==> config.mk <==
export PLATFORM = sky130hd
export DESIGN_NAME = e3_mult_arb
export DESIGN_NICKNAME = d
export VERILOG_FILES = /design/src/rtl/e3_mult_arb_pkg.sv /design/src/rtl/e3_mult.sv /design/src/rtl/e3_mult_arb.sv
export SDC_FILE = /design/constraint.sdc
export NUM_CORES = 1
export LEC_CHECK = 0
export CORE_ASPECT_RATIO = 0.6
export CORE_MARGIN = 2
export CORE_UTILIZATION = 54
export DETAILED_ROUTE_END_ITERATION = 7
export HOLD_SLACK_MARGIN = 0.02
export PLACE_DENSITY = 0.81
export SLEW_MARGIN = 20
export SYNTH_ARGS = -nofsm -noshare
export SYNTH_HDL_FRONTEND = slang
export SYNTH_HIERARCHICAL = 1
export SYNTH_SLANG_ARGS = --single-unit
==> constraint.sdc <==
create_clock -name clk -period 8.13 [get_ports clk]
set_input_delay 2.0325 -clock clk [delete_from_list [all_inputs] [get_ports clk]]
set_output_delay 2.0325 -clock clk [all_outputs]
set_load 0.05 [all_outputs]
Figure 1. Signal wires on met3 (run 1).
Scale bar: 20 um.
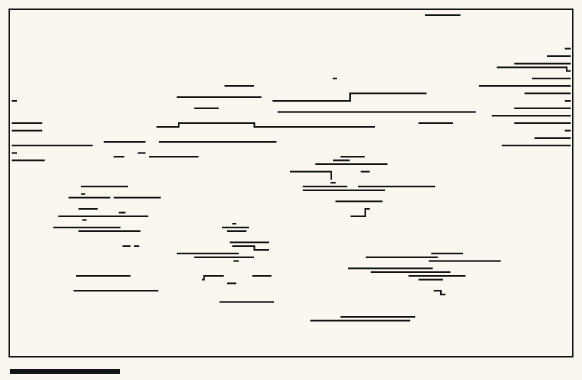
The layer holds 7.8% of the routed length. The wires run mostly horizontal. The layer carries 675 um of wire.
final wirelength: 8.66 mm
Via Count: 3093
met3 Use GR: 0.0477

Figure 2. Cell classes on the final placement (run 1).
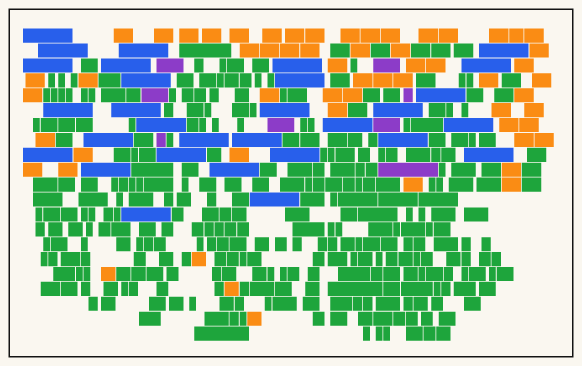
Key: flops = blue [cells 30, share of their area 20%]; clock drivers and dummy loads = purple [cells 8, share of their area 2.9%]; other buffers and delay cells = orange [cells 58, share of their area 15%]; combinational and other logic = green [cells 314, share of their area 62%]
Post-Route Utilization: 0.690
design area: 3860 um^2
# rows: 21

Figure 3. Local utilization (run 1).
The die is cut into 10 by 6 equal tiles; white is low, dark blue is high, 0 to 100% covered.
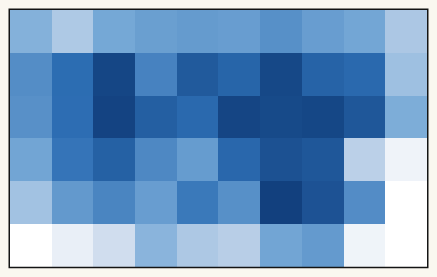
The fullest tile reaches 93%. 5.0% of the tiles are nearly empty. The mean over all tiles is 58%.
Starting Density: 0.563
Core Region: 5600 um^2

==> flow_metrics.env, run 1 <==
# physical design summary
export IMPL_status="completed"
export IMPL_grt_use_total=0.272
export IMPL_largest_reg_flops=8
export IMPL_ioPinCount=54
export IMPL_ys_area_um2=3150
export IMPL_wl_met1_mm=4.09
export IMPL_dr_wl_met3_um=675
export IMPL_worst_setup_path_type="flip-flop to flip-flop"
export IMPL_wl_per_cell_um=17.7
export IMPL_cpPeakStageDelay_ns=0.53
export IMPL_drc_errors=0
export IMPL_cts_sinks=30
export IMPL_drt_first_pass_iters=5
export IMPL_syn_area_per_cell_um2=8.70
export IMPL_hold_viol_final=0
export IMPL_clock_fmax_mhz=131
export IMPL_reg2regPathDepth=30
export IMPL_cap_violations=0
export IMPL_num_nonclk_inverters=19
export IMPL_regArea_um2=751
export IMPL_seq_cell_count=30
export IMPL_topCellsByArea="dfrtp_1 24%, ha_1 7.1%, mux2i_1 5.7%"
export IMPL_detail_route_vias_per_cell=6.31
export IMPL_largest_area_cell="dfrtp_1"
export IMPL_ys_types=74
export IMPL_antenna_left=0
export IMPL_buffers_excl_clock=58
==> run 1: per-stage QoR <==
step	std cells
2_1_floorplan	362
3_3_place_gp	482
3_5_place_dp	482
4_1_cts	490
5_1_grt	490
6_report	490
==> run 1: cells in the final DEF (no fill, tap or decap), types with 6 or more instances in the layout <==
master           instances
nor2b_1                  7
o221ai_1                 8
o21ai_0                  7
ha_1                    17
xnor2_1                 11
nor4_1                   7
o31ai_1                  6
a22o_1                   8
mux2i_1                 18
clkdlybuf4s50_1         53
nor3_1                  11
nor2_1                  31
nand3_1                  7
dfrtp_1                 30
a21oi_1                 14
inv_1                   17
nand2_1                 33
==> run 1: critical path, delay by kind of cell, from the launching register on <==
family	cells	cell delay (ns)
AOI/OAI and AO/OA	11	2.07
xor gates and xnor gates	4	0.57
adders and majority gates	5	2.26
buffers and inverters	1	0.17
DFF	1	0.46
and+or+nand+nor	9	2.01
==> run 1: logic make-up after synthesis <==
family,Yosys count,synth area share
XOR/XNOR,17,0.0473
AND/OR/NAND/NOR,128,0.203
AND-OR/OR-AND,107,0.287
multiplexers,21,0.0691
adder cells (fa/ha/maj),22,0.0969
flip-flops,30,0.238
buffers and inverters,37,0.0580
==> run 1: metal layers <==
metal / global-route usage / up-vias
li1: - / 1457
met1: 0.421 / 1484
met2: 0.401 / 140
met3: 0.0477 / 12
met4: 0.0400 / 0
met5: 0 / -
Figure 4. Placed standard cells (run 1).
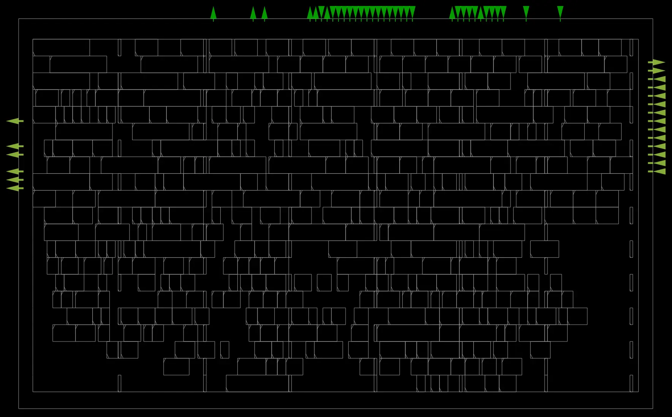

==> run 2: changes to the inputs <==
--- a/config.mk
+++ b/config.mk
@@ -5,7 +5,7 @@
 export SDC_FILE = /design/constraint.sdc
 export NUM_CORES = 1
 export LEC_CHECK = 0
-export CORE_ASPECT_RATIO = 0.6
+export CORE_ASPECT_RATIO = 0.7
 export CORE_MARGIN = 2
 export CORE_UTILIZATION = 54
 export DETAILED_ROUTE_END_ITERATION = 7
Figure 5. Placed standard cells (run 2).
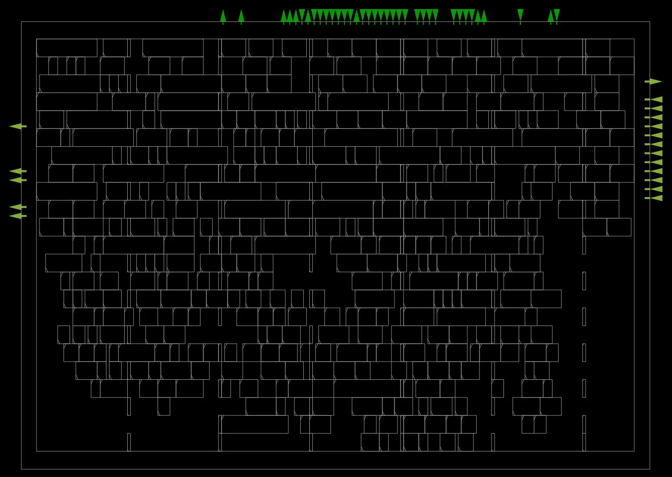
Post-Route Utilization: 0.675
# rows: 23
layout sequential cell count: 30

Figure 6. Signal wires on met3 (run 2).
Scale bar: 20 um.
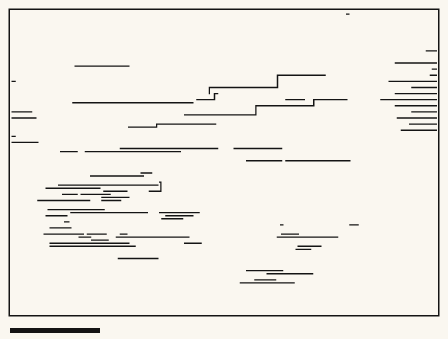
The layer holds 7.4% of the routed length. The wires run mostly horizontal. The layer carries 617 um of wire. 61 nets have wire on it. The longest straight run is 26.7 um.
met3 Use GR: 0.0562
Via Count: 3096
final wirelength: 8.28 mm

==> run 2 against run 1 <==
Effect of this change:
- flip-flop count is the same
- fmax shrank 0.76%
- synthesized area is the same
- cell count shrank 1.4%
- setup slack lost 0.058 ns
- routed wire length shrank 4.4%
- synthesized cell count is the same
==> flow_metrics.env, run 2 <==
# physical design summary
export IMPL_clock_fmax_mhz=130
export IMPL_status="completed"
export IMPL_reg2regPathDepth=30
export IMPL_post_route_cell_area_um2=3830
export IMPL_lay_top_cells="53 x clkdlybuf4s50_1, 33 x nand2_1, 32 x nor2_1, 30 x dfrtp_1"
export IMPL_syn_area_per_cell_um2=8.70
export IMPL_slew_headroom=0.312
export IMPL_detail_route_vias_per_cell=6.41
export IMPL_core_um2=5670
export IMPL_cp_buffers_inverters=1
export IMPL_grt_setup_unrepaired="no"
export IMPL_cpPeakStageDelay_ns=0.59
export IMPL_n_fill_cell=450
export IMPL_wl_per_cell_um=17.1
export IMPL_placedCellCount=475
export IMPL_ys_ff=30
export IMPL_grt_use_total=0.255
export IMPL_finalCriticalPeriod_ns=7.69
export IMPL_worstSetupPathDepth=30
export IMPL_ioPinCount=54
export IMPL_critPathTopFamily="AND-OR/OR-AND gates"
export IMPL_initial_core_util=0.556
export IMPL_worst_setup_path_type="flip-flop to flip-flop"
export IMPL_synthCells=362
export IMPL_ys_types=74
export IMPL_topCellsByArea="dfrtp_1 24%, ha_1 7.1%, mux2i_1 5.7%"
export IMPL_cap_violations=0
export IMPL_antenna_left=0
export IMPL_hp_class="flip-flop to flip-flop"
export IMPL_largest_reg_flops=8
export IMPL_layout_top_cell="clkdlybuf4s50_1"
export IMPL_syn_num_nets=422
export IMPL_cts_sinks=30
export IMPL_cts_buffers_inserted=5
export IMPL_worst_setup_path_start_kind="flip-flop"
export IMPL_synth_area_um2=3150
export IMPL_ys_area_um2=3150
export IMPL_largest_area_cell="dfrtp_1"
export IMPL_fin_cells=483
export IMPL_holdWs_ns=0.478
export IMPL_hold_viol_final=0
export IMPL_drc_errors=0
export IMPL_drt_first_pass_iters=5
==> run 2: stage by stage <==
| stage | worst slack [ns] | utilization |
|---|---|---|
| 3_5_place_dp | 0.369 | 0.650 |
| 3_3_place_gp | 0.729 | 0.650 |
| 6_report | 0.437 | 0.675 |
| 4_1_cts | 0.358 | 0.669 |
| 5_1_grt | 0.0237 | 0.675 |
| 2_1_floorplan | 1.14 | - |
==> run 2: logic make-up (layout without fill, tap and decap cells) <==
group	Yosys count	count (layout)	share of synthesized area
flip-flops	30	30	0.238
XOR/XNOR	17	17	0.0473
multiplexers	21	21	0.0691
buffers and inverters	37	83	0.0580
adder cells (fa/ha/maj)	22	22	0.0969
AND/OR/NAND/NOR	128	128	0.203
AND-OR/OR-AND	107	107	0.287
==> run 2: cell type report <==
cell class	instances	area, um^2	share of cell area
sequential	30	751	0.196
timing repair buffer	56	553	0.145
inverter	19	71.3	0.0186
clock inverter	3	40.0	0.0105
clock buffer	5	68.8	0.0180
multi-input combinational	295	2250	0.588
tap	75	93.8	0.0245
==> run 2: routing by layer <==
layer	global-route usage	wire length, um	part of all wire
met5	0	0	0
met4	0.0272	42	0.0051
met3	0.0562	616	0.074
met2	0.388	3780	0.46
met1	0.383	3840	0.46
==> run 2: repair_timing <==
item	4_1_cts	5_1_grt
setup buffers	0	0
hold endpoints to repair	0	0
setup endpoints to repair	0	1
resized	0	7
